**Supply network**

The bar under the picture is 100 µm long. Pins as bars on the die edge.
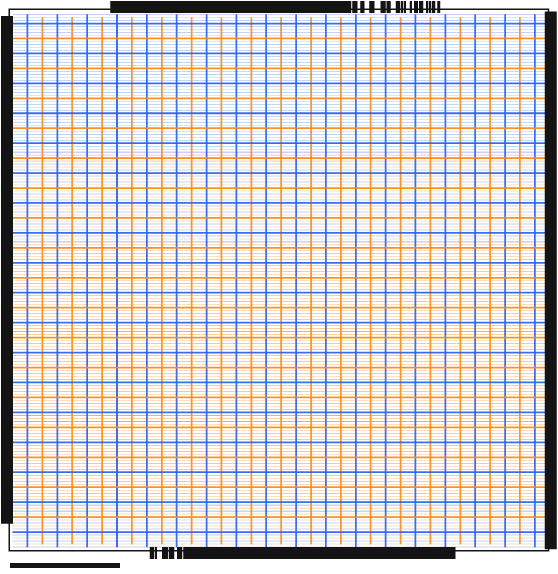
**Cell classes on the final placement**

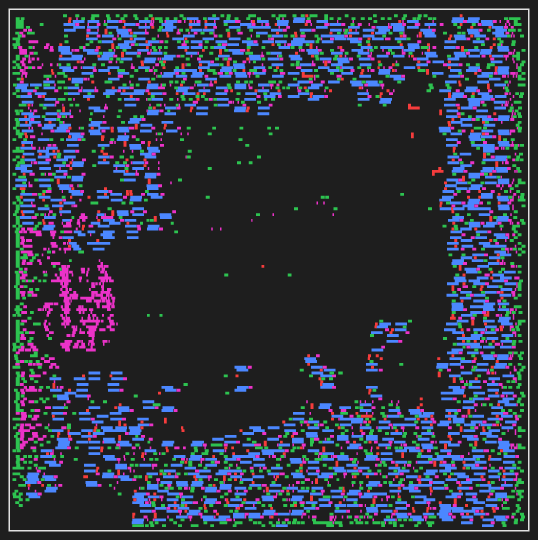
**Clock wires, drivers and flops**

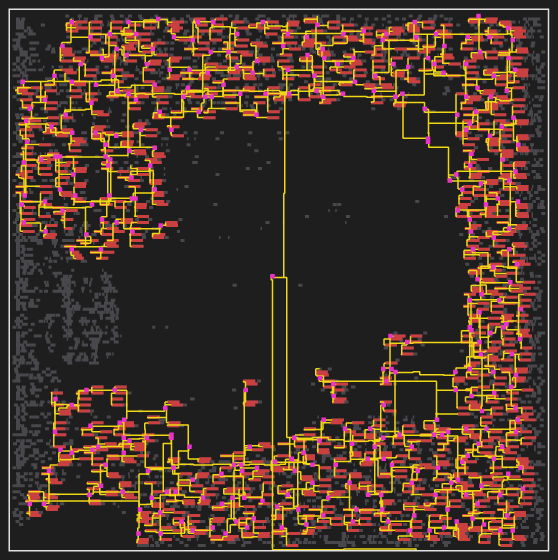
**Signal wires by layer**

The bar under the picture is 100 µm long.
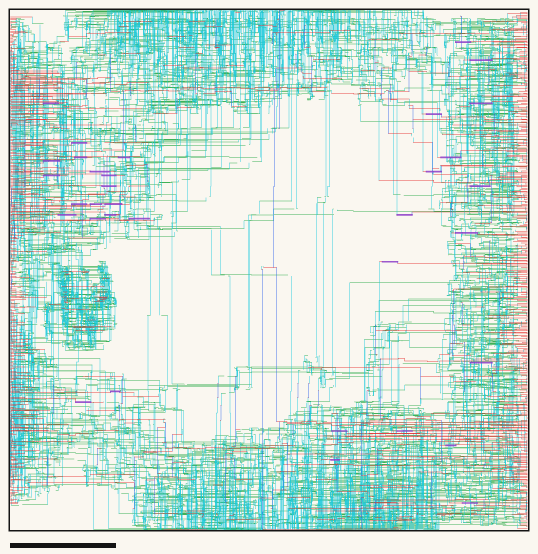
**Track usage over the die**

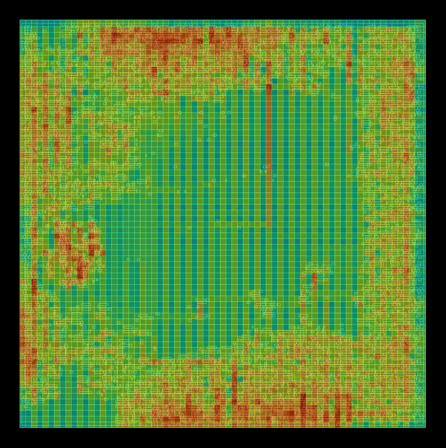
==> config.mk <==
export PLATFORM = sky130hd
export DESIGN_NAME = rob_commit_arbiter
export DESIGN_NICKNAME = d
export VERILOG_FILES = /design/src/rtl/rob_commit_arbiter_pkg.sv /design/src/rtl/commit_out_fifo.sv /design/src/rtl/rob_commit_arbiter.sv
export SDC_FILE = /design/constraint.sdc
export NUM_CORES = 1
export LEC_CHECK = 0
export CAP_MARGIN = 25
export CELL_PAD_IN_SITES_DETAIL_PLACEMENT = 0
export CELL_PAD_IN_SITES_GLOBAL_PLACEMENT = 1
export CORE_AREA = 2 2 487 489
export CTS_BUF_LIST = sky130_fd_sc_hd__clkbuf_4
export DETAILED_ROUTE_END_ITERATION = 12
export DIE_AREA = 0 0 489 491
export GPL_ROUTABILITY_DRIVEN = 0
export PLACE_DENSITY = 0.51
export SETUP_SLACK_MARGIN = 0.15
export SLEW_MARGIN = 40
export SYNTH_ARGS = -nofsm -noshare
export SYNTH_HDL_FRONTEND = slang
export SYNTH_SLANG_ARGS = --single-unit
==> constraint.sdc <==
create_clock -name clk -period 32.1 [get_ports clk]
set_input_delay 6.42 -clock clk [delete_from_list [all_inputs] [get_ports clk]]
set_output_delay 6.42 -clock clk [all_outputs]
set_load 0.05 [all_outputs]
==> results.json <==
{
  "cts_hold_buf": 0,
  "die_area_um2": 240100,
  "yosysWarnings": 0,
  "slew_headroom_pct": 44.74,
  "avgSynthCellArea_um2": 16.17,
  "p_int_mw": 3.333,
  "top_layer": "met5",
  "overflow": 0,
  "maxSlewViolCount": 0,
  "finalHoldViolCount": 0,
  "path_cells": "clkdlybuf4s50_1 > nand2b_1 > a211oi_1 > o22ai_1 > nor3b_1 > a21boi_0 > o2bb2ai_1 > o21ai_1 > and2_2 > buf_4 > and2_2 > o41ai_2 > nor4_2 > clkdlybuf4s50_1",
  "dr.pass1.iters": 7,
  "grt_pass1_wl_um": 240500,
  "syn_nets": 3504,
  "netlist_area_um2": 45140,
  "power_density_nw_per_um2": 86.01,
  "outcome": "complete, no violations",
  "fillers": 24250,
  "totalPowerFinal_mw": 5.624,
  "htreeDepth": 5,
  "detail-route-antenna-nets": 0,
  "place_ws_ps": 13590,
  "fin_crit_ps": 18510,
  "ys_sh_simple_pct": 6.397,
  "critical-path-top-delay-family": "buffers and inverters",
  "r2r_cells": 15,
  "async_flop_share_pct": 0,
  "cts.reportedPaths.clkPinSlew_ps": 60,
  "lay_top_cells": "1,251 x clkdlybuf4s50_1, 1,098 x edfxtp_1, 603 x mux2i_1",
  "vias_per_cell": 3.931,
  "edf_count": 1098,
  "grt_setup_unrepaired": "false",
  "end_kind": "output port",
  "portBuffers": 1251,
  "setup_viol": 0,
  "synthFlopType": "edfxtp_1",
  "mux_area_share_pct": 14.40,
  "logic_area_um2": 11170,
  "finClkSkew_ps": 145.8,
  "crit_arrival_ps": 12090,
  "fin_hold_ws_ps": 325.2,
  "wl_met3_um": 18790,
  "area_growth_pct": 44.83,
  "drt-met1-wl_um": 70340,
  "regToRegSetupSlack_ps": 26060,
  "yosysSeqAreaShare_pct": 73.44,
  "worst_slack_ps": 13590,
  "worst_ep_required_time_ps": 25680
}
Back to the opening pictures, 'supply network':
| colour | net |
|---|---|
| blue | VSS |
| orange | VDD |
rows: 178
met1 rails: 179
core footprint: 234,500 µm²
Die Width: 489 µm
Peak VDD IR: 0.06337 mV

Back to the opening pictures, 'cell classes on the final placement':
| colour | class | cells |
|---|---|---|
| magenta | remaining logic cells | 1,517 |
| green | remaining buffers and delay cells | 1,301 |
| blue | registers | 1,107 |
| red | clock drivers and dummy loads | 539 |
design area: 65,380 µm²
Final Util: 27.88%
Seq/total area: 50.71%

Back to the opening pictures, 'clock wires, drivers and flops':
[yellow] clock wires | length: 17,600 µm
[magenta] clock-net drivers | count: 334
[red] flip-flops | count: 1,107
flops lie: all over the die
routed clock nets: 335
Clk. pwr: 1.32 mW
Late-Pin Clk Latency: 1300 ps

Back to the opening pictures, 'signal wires by layer':
| colour | layer | wire length |
|---|---|---|
| blue | M4 | 3,100 µm |
| cyan | M2 | 85.4 mm |
| green | M1 | 70.3 mm |
| purple | M5 | 487 µm |
| red | M3 | 18,800 µm |
WL per Instance: 23.31 µm
routed via count: 30,040
Total Routed Length: 178,100 µm
Tot GR Track Use: 14.17%

Back to the opening pictures, 'track usage over the die':
met2 Use GR: 23.77%
gr busiest metal: met2
met1 usage in global routing: 16.39%
grt met3 use: 6.215%

==> synthesized netlist by cell type, types with 9 or more instances <==
library cell | n | area, µm²
buf_6 | 13 | 146.4
nand2b_1 | 16 | 100.1
edfxtp_1 | 1098 | 32970
mux2i_1 | 605 | 6056
mux2_4 | 17 | 255.2
clkbuf_1 | 123 | 461.7
buf_1 | 9 | 33.78
mux2_2 | 15 | 168.9
a21oi_1 | 22 | 110.1
a221oi_2 | 37 | 555.5
nand2_1 | 22 | 82.58
inv_1 | 19 | 71.32
ha_1 | 15 | 187.7
nand3_1 | 10 | 50.05
buf_2 | 15 | 75.07
nor2_1 | 561 | 2106
dfxtp_1 | 9 | 180.2
o21ai_0 | 12 | 60.06
and2_1 | 9 | 56.30
==> power groups by stage <==
| stage | clock network (mW) | logic, mW | registers, mW |
|---|---|---|---|
| after detailed placement | 0 | 2.41 | 1.98 |
| final | 1.32 | 2.36 | 1.94 |
| after global routing | 1.46 | 2.50 | 1.96 |
| after floorplan | 0 | 1.51 | 2.18 |
| after global placement | 0 | 2.41 | 1.97 |
| after CTS | 1.38 | 2.42 | 1.95 |
==> layout make-up <==
type / count / share of cell area (%)
Sequential cell: 1107 / 50.71
Tap cell: 3150 / 6.028
Clock inverter: 53 / 0.5205
Multi-Input combinational cell: 1496 / 17.08
Timing Repair Buffer: 1301 / 19.84
Inverter: 21 / 0.1244
Antenna cell: 29 / 0.1110
Clock buffer: 486 / 5.580
==> stage by stage <==
step / instance area (µm²) / utilization [%]
2_1_floorplan: 45140 / -
3_3_place_gp: 61220 / 26.11
3_5_place_dp: 61290 / 26.14
4_1_cts: 65280 / 27.84
5_1_grt: 65330 / 27.86
6_report: 65380 / 27.88
Power is estimated from default activity; no workload was simulated.
